`src/rtl/tis_any_writer.sv`:
```
// TIS "ANY" port writer: offers one latched value on all four links and hands it
// to the first neighbour that requests it. Optional last-port tracking: TIS_ANY_LAST_EN.
module tis_any_writer #(
    parameter int DATA_WIDTH = 11,
    parameter int LINK_WIDTH = 15
) (
    input  logic                  clk,
    input  logic                  resetN,
    input  logic                  wrReq,
    input  logic [DATA_WIDTH-1:0] wrData,
    output logic                  wrDone,
    output logic                  busy,
    output logic [1:0]            lastPort,
    output logic                  lastValid,
    output logic [LINK_WIDTH-1:0] leftOut,
    output logic [LINK_WIDTH-1:0] rightOut,
    output logic [LINK_WIDTH-1:0] upOut,
    output logic [LINK_WIDTH-1:0] downOut,
    input  logic [LINK_WIDTH-1:0] left,
    input  logic [LINK_WIDTH-1:0] right,
    input  logic [LINK_WIDTH-1:0] up,
    input  logic [LINK_WIDTH-1:0] down
);

    localparam int OFFER_BIT = DATA_WIDTH;
    localparam int REQ_BIT   = DATA_WIDTH + 1;
    localparam int GRANT_BIT = DATA_WIDTH + 2;

    typedef enum logic [1:0] {
        S_IDLE  = 2'd0,
        S_OFFER = 2'd1,
        S_GRANT = 2'd2,
        S_DONE  = 2'd3
    } state_e;

    state_e                          state_q, state_d;
    logic [DATA_WIDTH-1:0]           data_q, data_d;
    logic [1:0]                      winner_q, winner_d;
    logic [3:0][LINK_WIDTH-1:0]      links_q, links_d;
    logic                            done_q, done_d;
    logic                            busy_q, busy_d;
    logic                            any_req_s;
    logic [1:0]                      prio_s;
    logic                            unused_s;

    function automatic logic [LINK_WIDTH-1:0] make_link(input logic [DATA_WIDTH-1:0] d,
                                                        input logic offer,
                                                        input logic grant);
        logic [LINK_WIDTH-1:0] w;
        w = {LINK_WIDTH{1'b0}};
        w[DATA_WIDTH-1:0] = d;
        w[OFFER_BIT]      = offer;
        w[GRANT_BIT]      = grant;
        return w;
    endfunction

    // Only the read-request bit of each incoming link carries meaning here.
    assign unused_s  = ^{left, right, up, down};
    assign any_req_s = left[REQ_BIT] | right[REQ_BIT] | up[REQ_BIT] | down[REQ_BIT];

    // Fixed-priority winner select: left > right > up > down.
    always_comb begin
        prio_s = 2'd3;
        if (left[REQ_BIT]) begin
            prio_s = 2'd0;
        end else if (right[REQ_BIT]) begin
            prio_s = 2'd1;
        end else if (up[REQ_BIT]) begin
            prio_s = 2'd2;
        end else begin
            prio_s = 2'd3;
        end
    end

    // Next-state and payload/winner capture.
    always_comb begin
        state_d  = state_q;
        data_d   = data_q;
        winner_d = winner_q;
        case (state_q)
            S_IDLE: begin
                if (wrReq) begin
                    state_d = S_OFFER;
                    data_d  = wrData;
                end else begin
                    state_d = S_IDLE;
                end
            end
            S_OFFER: begin
                if (any_req_s) begin
                    state_d  = S_GRANT;
                    winner_d = prio_s;
                end else begin
                    state_d = S_OFFER;
                end
            end
            S_GRANT: state_d = S_DONE;
            S_DONE:  state_d = S_IDLE;
            default: state_d = S_IDLE;
        endcase
    end

    // Outputs are decoded from the next state so the registered values line up with the state.
    always_comb begin
        links_d = {4*LINK_WIDTH{1'b0}};
        done_d  = 1'b0;
        busy_d  = (state_d != S_IDLE);
        case (state_d)
            S_OFFER: begin
                for (int i = 0; i < 4; i++) begin
                    links_d[i] = make_link(data_d, 1'b1, 1'b0);
                end
            end
            S_GRANT: links_d[winner_d] = make_link(data_d, 1'b1, 1'b1);
            S_DONE:  done_d = 1'b1;
            default: done_d = 1'b0;
        endcase
    end

    // State, payload and output registers.
    always_ff @(posedge clk or negedge resetN) begin
        if (!resetN) begin
            state_q  <= S_IDLE;
            data_q   <= {DATA_WIDTH{1'b0}};
            winner_q <= 2'd0;
            links_q  <= {4*LINK_WIDTH{1'b0}};
            done_q   <= 1'b0;
            busy_q   <= 1'b0;
        end else begin
            state_q  <= state_d;
            data_q   <= data_d;
            winner_q <= winner_d;
            links_q  <= links_d;
            done_q   <= done_d;
            busy_q   <= busy_d;
        end
    end

    assign leftOut  = links_q[0];
    assign rightOut = links_q[1];
    assign upOut    = links_q[2];
    assign downOut  = links_q[3];
    assign wrDone   = done_q;
    assign busy     = busy_q;

`ifdef TIS_ANY_LAST_EN
    logic [1:0] last_port_q;
    logic       last_valid_q;

    // Record the consuming port as the write completes.
    always_ff @(posedge clk or negedge resetN) begin
        if (!resetN) begin
            last_port_q  <= 2'd0;
            last_valid_q <= 1'b0;
        end else if (state_d == S_DONE) begin
            last_port_q  <= winner_d;
            last_valid_q <= 1'b1;
        end else begin
            last_port_q  <= last_port_q;
            last_valid_q <= last_valid_q;
        end
    end

    assign lastPort  = last_port_q;
    assign lastValid = last_valid_q;
`else
    assign lastPort  = 2'b00;
    assign lastValid = 1'b0;
`endif

endmodule

```
`config.mk`:
```
export PLATFORM = sky130hd
export DESIGN_NAME = tis_any_writer
export DESIGN_NICKNAME = d
export VERILOG_FILES = /design/src/rtl/tis_any_writer.sv
export SDC_FILE = /design/constraint.sdc
export NUM_CORES = 1
export LEC_CHECK = 0
export CORE_MARGIN = 4
export CORE_UTILIZATION = 39
export DETAILED_ROUTE_END_ITERATION = 10
export GPL_TIMING_DRIVEN = 0
export PLACE_DENSITY = 0.79
export SLEW_MARGIN = 10
export SYNTH_ARGS = -nofsm -noshare
export SYNTH_HDL_FRONTEND = slang
export SYNTH_SLANG_ARGS = --single-unit
```
`constraint.sdc`:
```
create_clock -name clk -period 2.3 [get_ports clk]
set_input_delay 0.46 -clock clk [delete_from_list [all_inputs] [get_ports clk]]
set_output_delay 0.46 -clock clk [all_outputs]
set_load 0.05 [all_outputs]
```
logic_types.png
Bar = 20 µm.
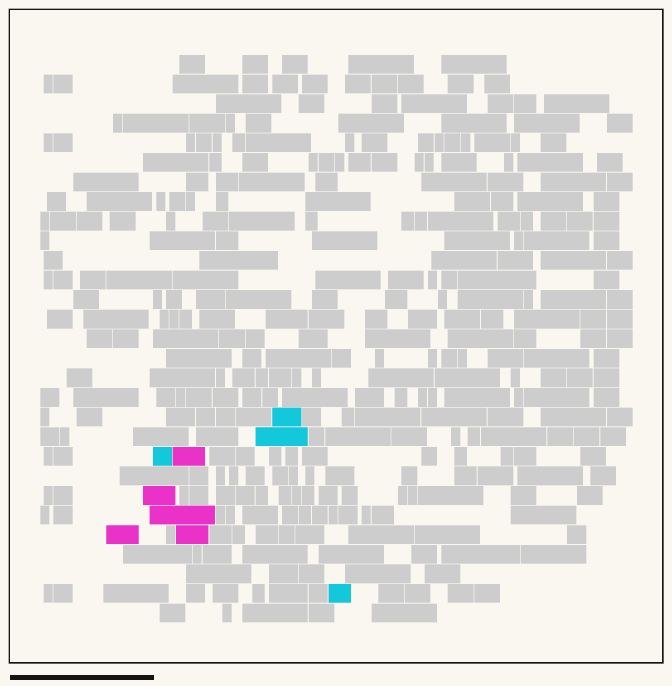
cyan -> AND-OR and OR-AND gates  # cells 4
magenta -> adder and majority cells  # cells 5, most used ha_1, where lower left
most numerous logic cell after layout: dfrtp_1
multi-input combinational area share: 22.2%

sizes.png
Bar = 20 µm.
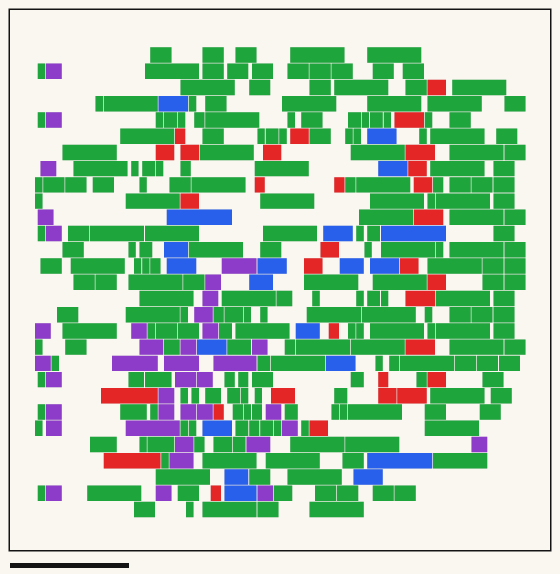
blue -> _6 and larger  # cells 20
red -> _2 cells  # cells 31
green -> _0 and _1 cells  # cells 244
purple -> _3 and _4 cells  # cells 38

placement_by_type.png
Bar = 20 µm.
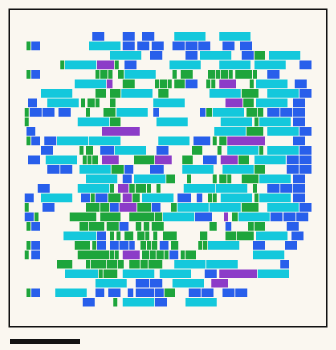
cyan -> flops  # cells 69
green -> combinational and other logic  # cells 142
blue -> other buffers and delay cells  # cells 106
purple -> clock drivers and dummy loads  # cells 16

flops_by_reg.png
Bar = 20 µm. Other sequential cells in the stronger gray, the rest of the logic in the fainter gray.
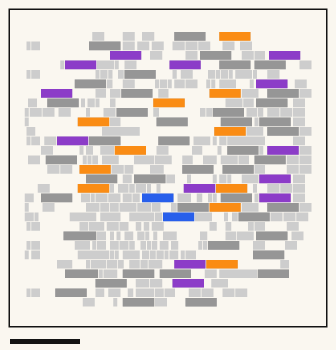
purple -> downOut  # sequential cells 13, where widely spread
orange -> data_q  # sequential cells 11
blue -> winner_q  # sequential cells 2
not colored = 43
Seq group: 0.00185 W
fin util: 61.7%
sequential cell area share: 43.1%
register area: 0.00173 mm²

==> results.py <==
# Flow results
metrics = {
    "global_route": {
        "antenna_found_initial": 0,
        "grt_max_degree": 70,
        "grtUsageMet1_pct": 21.8,
        "grt_usage_pct": 17.2,
    },
    "pwr": {
        "pwr.group.combinational_w": 0.00382,
        "p_clk_w": 0.00119,
        "seqPwrFrac_pct": 26.9,
        "ir_worst_vdd_uv": 713,
        "pwr-share-comb_pct": 55.7,
    },
    "cts": {
        "clkTransAtPathRegs_ns": 0.08,
        "h-tree-depth": 3,
        "clock_path_buffers": 2,
        "worstSkewPairLatency_ns": 0.35,
    },
    "yosys": {
        "top_area_cell": "dfrtp_1",
        "syn_area_per_cell_um2": 12.0,
        "syn_inst": 221,
        "synthTopCellsByArea": "dfrtp_1, mux2i_1, buf_4",
        "xor_share_pct": 0,
        "ys_types": 36,
        "ff_type": "dfrtp_1",
        "synth_stat.cells": 221,
        "muxShareOfSynthArea_pct": 4.52,
        "edf_count": 0,
        "fa_ha_area_share_pct": 2.36,
        "syn-cell-area_mm2": 0.00266,
        "synth-simple-area-share_pct": 8.01,
        "top_cell": "dfrtp_1",
    },
    "final_layout": {
        "design.seq.count": 69,
        "drive_gt1_share_pct": 26.7,
        "final_area_mm2": 0.00401,
        "antennaDiodeCount": 0,
        "final-nonclk-buf-share_pct": 24.6,
        "area_growth_pct": 51.0,
        "buffers": 106,
        "fin_cells": 410,
        "fillers": 499,
    },
    "routing": {
        "wl_met3_um": 509,
        "vias_per_cell": 4.92,
        "routedWlPerCell_um": 16.6,
        "drc": 0,
        "dr_wl_met2_um": 3350,
    },
    "setup_path": {
        "reg2reg_depth": 9,
        "cp_max_fo": 5,
        "cp-start-kind": "primary input",
        "worst-path-stages": 9,
        "path_buffers": 2,
        "worstPathArrival_ns": 2.56,
        "cp-endpoint": "upOut[3]",
    },
    "final_timing": {
        "min_period_ns": 2.29,
        "slew_violations": 0,
        "setup_slack_ns": 0.0104,
        "timing.hold.ws_ns": 0.213,
        "max_slew_margin_pct": 43.4,
        "finalCritPeriodShare_pct": 99.5,
        "worstMarginPinSlew_ns": 0.849,
    },
    "place": {
        "pre_cts_ws_ns": -1.00,
        "portBuffers": 71,
        "placed_area_mm2": 0.00354,
    },
    "floorplan": {
        "initCoreUtil_pct": 40.9,
        "die_x_um": 90.5,
    },
    "status": {
        "outcome": "complete, no violations",
    },
}
Power and IR drop assume default switching activity.
